**src/rtl/ripple_adder3.sv**
```systemverilog
`default_nettype none
// ============================================================================
//  Module      : ripple_adder3 (with leaf ripple_adder3_fa)
//  Description : Registered 3-bit ripple-carry adder built from three chained
//                full-adder instances. The sum, the carry-out of every stage
//                and the signed overflow are registered one clock after the
//                operands are presented with in_valid.
//  Ports       : clk       - system clock, rising-edge active
//                reset     - synchronous, active-high clear of all outputs
//                in_valid  - a/b/cin hold a valid operation this cycle
//                a, b      - 3-bit addends (unsigned / two's complement)
//                cin       - carry into bit 0
//                sum       - registered sum bits
//                cout      - registered per-stage carry-outs (cout[2] final)
//                overflow  - registered signed overflow (cout[2] ^ cout[1])
//                out_valid - outputs hold the result of a valid operation
//  Revision    : 1.0 - initial release
// ============================================================================

// Single full-adder stage.
module ripple_adder3_fa (
  input  logic a,
  input  logic b,
  input  logic ci,
  output logic s,
  output logic co
);
  assign s  = a ^ b ^ ci;
  assign co = (a & b) | (a & ci) | (b & ci);
endmodule

module ripple_adder3 (
  input  logic       clk,
  input  logic       reset,
  input  logic       in_valid,
  input  logic [2:0] a,
  input  logic [2:0] b,
  input  logic       cin,
  output logic [2:0] sum,
  output logic [2:0] cout,
  output logic       overflow,
  output logic       out_valid
);

  // carry[i] is the carry into stage i; carry[i+1] is that stage's carry-out.
  logic [3:0] w_carry;
  logic [2:0] w_sum;
  logic [2:0] w_cout;
  logic       w_overflow;

  logic [2:0] sum_d,       sum_q;
  logic [2:0] cout_d,      cout_q;
  logic       overflow_d,  overflow_q;
  logic       out_valid_d, out_valid_q;

  assign w_carry[0] = cin;

  // Three stages wired strictly in ripple order; no lookahead.
  generate
    for (genvar i = 0; i < 3; i++) begin : g_stage
      ripple_adder3_fa u_fa (
        .a  (a[i]),
        .b  (b[i]),
        .ci (w_carry[i]),
        .s  (w_sum[i]),
        .co (w_carry[i+1])
      );
    end
  endgenerate

  assign w_cout = w_carry[3:1];

  // Signed overflow: carry into the MSB differs from carry out of the MSB.
  assign w_overflow = w_cout[2] ^ w_cout[1];

  // Result registers load only on valid operations and otherwise hold;
  // out_valid simply tracks whether the previous edge carried an operation.
  always_comb begin
    sum_d       = sum_q;
    cout_d      = cout_q;
    overflow_d  = overflow_q;
    out_valid_d = in_valid;
    if (in_valid) begin
      sum_d      = w_sum;
      cout_d     = w_cout;
      overflow_d = w_overflow;
    end
  end

  always_ff @(posedge clk) begin
    if (reset) begin
      sum_q       <= 3'b000;
      cout_q      <= 3'b000;
      overflow_q  <= 1'b0;
      out_valid_q <= 1'b0;
    end else begin
      sum_q       <= sum_d;
      cout_q      <= cout_d;
      overflow_q  <= overflow_d;
      out_valid_q <= out_valid_d;
    end
  end

  assign sum       = sum_q;
  assign cout      = cout_q;
  assign overflow  = overflow_q;
  assign out_valid = out_valid_q;

endmodule
`default_nettype wire

```
**config.mk**
```make
export PLATFORM = sky130hd
export DESIGN_NAME = ripple_adder3
export DESIGN_NICKNAME = d
export VERILOG_FILES = /design/src/rtl/ripple_adder3.sv
export SDC_FILE = /design/constraint.sdc
export NUM_CORES = 1
export LEC_CHECK = 0
export ABC_AREA = 1
export CORE_AREA = 2 2 39 41
export DETAILED_ROUTE_END_ITERATION = 8
export DIE_AREA = 0 0 41 43
export HOLD_SLACK_MARGIN = 0.06
export PLACE_DENSITY_LB_ADDON = 0.3
export SYNTH_ARGS = -nofsm -noshare
export SYNTH_HDL_FRONTEND = slang
export SYNTH_HIERARCHICAL = 1
export SYNTH_SLANG_ARGS = --single-unit
```
**constraint.sdc**
```tcl
create_clock -name clk -period 2 [get_ports clk]
set_input_delay 0.4 -clock clk [delete_from_list [all_inputs] [get_ports clk]]
set_output_delay 0.4 -clock clk [all_outputs]
set_load 0.01 [all_outputs]
```
==> results.sh <==
# implementation run metrics
export IMPL_met2_wirelength_microns=347
export IMPL_fmax_mhz=513
export IMPL_logic_area_sq_um=181
export IMPL_top_area_cell="dfxtp_1"
export IMPL_core_sq_um=1380
export IMPL_fill_cells=141
export IMPL_finClkSkew_ns=0
export IMPL_power_switching_uw=104
export IMPL_top_cell_area_share_pct=44.6
export IMPL_post_route_min_period_ns=1.95
export IMPL_reg2reg_depth=4
export IMPL_cp_startpoint="cin"
export IMPL_nWellTaps=16
export IMPL_path_cells="dlygate4sd2_1 -> fa_2 -> fa_2 -> fa_2 -> inv_1 -> nand3_1 -> nand3_2 -> nand2_1 -> inv_1"
export IMPL_p_total_uw=400
export IMPL_worst_path_max_fanout=3
export IMPL_routabilityCongestion=0.655
export IMPL_p_per_area_nw_per_um2=693
export IMPL_cpMostUsedCell="fa_2"
export IMPL_powerSeq_uw=178
export IMPL_ir_drop_v=0.000350
export IMPL_fp_util_pct=25.9
export IMPL_placedCellCount=74
export IMPL_drc_errors=0
export IMPL_swShare_pct=26.1
export IMPL_cp_required_ns=2.20
export IMPL_adder_share_pct=16.7
export IMPL_die_y_microns=43
export IMPL_drt_iter0_drc=8
export IMPL_fp_nets=54
export IMPL_whs_ns=0.463
export IMPL_multi_input_comb_cells=27
export IMPL_stdcell_count=77
export IMPL_syn_area_sq_um=359
export IMPL_antenna_found_initial=0
export IMPL_wl_per_cell_microns=10.1
export IMPL_most_common_layout_cells="clkdlybuf4s50_1, nor2_1, dfxtp_1"
export IMPL_netlist_instances=41
export IMPL_crit_end="overflow"
export IMPL_routed_top_layer="met4"
export IMPL_simple_gate_area_share_pct=22.0
export IMPL_edf_count=0
export IMPL_met3WireLength_microns=90
export IMPL_r2r_end="overflow"
export IMPL_fin_tns_setup_ns=0
export IMPL_fin_crit_sh_pct=97.5
export IMPL_top_cells_by_count="nor2_1, dfxtp_1, nand2_1"
export IMPL_regToRegStartpoint="overflow"
export IMPL_finalInstanceArea_sq_um=577
export IMPL_post_cts_resize_count=6
export IMPL_p_int_uw=295
export IMPL_post_cts_buffers=0
export IMPL_place_ws_ns=-0.461
export IMPL_synthTopCellsByArea="dfxtp_1, fa_1, nor2_1"
export IMPL_synth_top_cell_by_count="nor2_1"
export IMPL_synth_warnings=6
export IMPL_combPwrFrac_pct=23.9
export IMPL_power_leakage_uw=0.000251
export IMPL_cts_sinks=8
export IMPL_outcome="completed"
export IMPL_ys_sh_xor_pct=0
export IMPL_layout_cells_most_common="clkdlybuf4s50_1"
export IMPL_cts_clk_slew_worst_paths_ns=0.05
export IMPL_ff_count=8
export IMPL_antenna_cells=0
export IMPL_mux_share_pct=0
export IMPL_dominant_cells="combinational gates"
export IMPL_ant_nets=0
export IMPL_yosysCellCount=41
export IMPL_port_buffers=17
export IMPL_yosys_area_sq_um=359
export IMPL_cp_depth=9
export IMPL_fin_ws_ns=0.0510
export IMPL_utilization_pct=41.7
export IMPL_synth_async_reset_ratio_pct=0
export IMPL_vias_per_cell=4.27
export IMPL_clock_power_share_pct=31.6
export IMPL_root_buffer="clkbuf_4"
export IMPL_whs_path_depth=2
export IMPL_comb_share_pct=31.5
export IMPL_power_largest_group="sequential cells"
export IMPL_grt_max_degree=10
export IMPL_tool_warnings=26
export IMPL_pin_count=18
met1.png
Scale bar: 10 microns. Supply wires on this layer in grey.
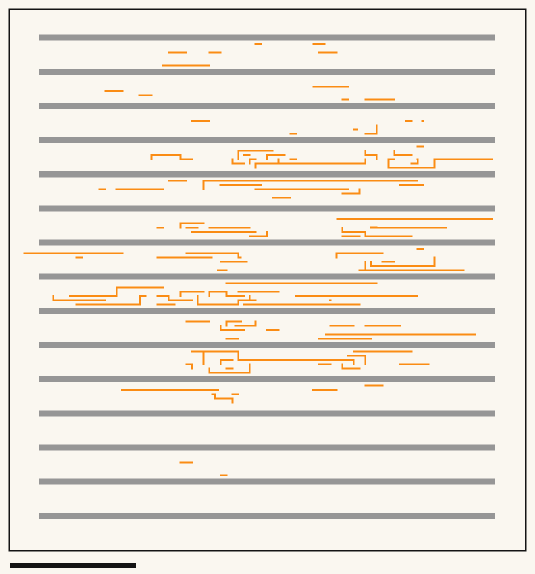
The longest straight run is 17.0 microns. 61 nets have wire on it. The layer carries 323 microns of wire. The layer holds 42% of the routed length. The wires run mostly horizontal.
met1 Track Usage GR: 12.4%
total wire length: 777 microns
vias: 329

met2.png
Scale bar: 10 microns.
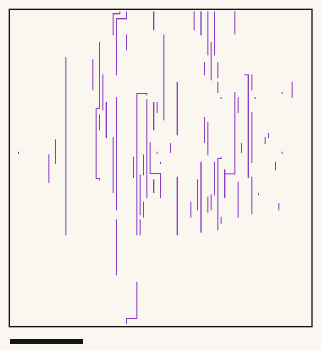
The layer carries 347 microns of wire. The layer holds 45% of the routed length.
met2 global-route usage: 13.4%

met3.png
Cells faint in the background.
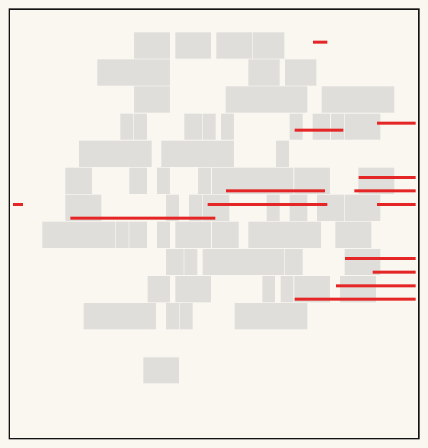
The layer holds 12% of the routed length. The layer carries 90.9 microns of wire. The wires run mostly horizontal. 12 nets have wire on it.
met3 Track Usage GR: 9.42%

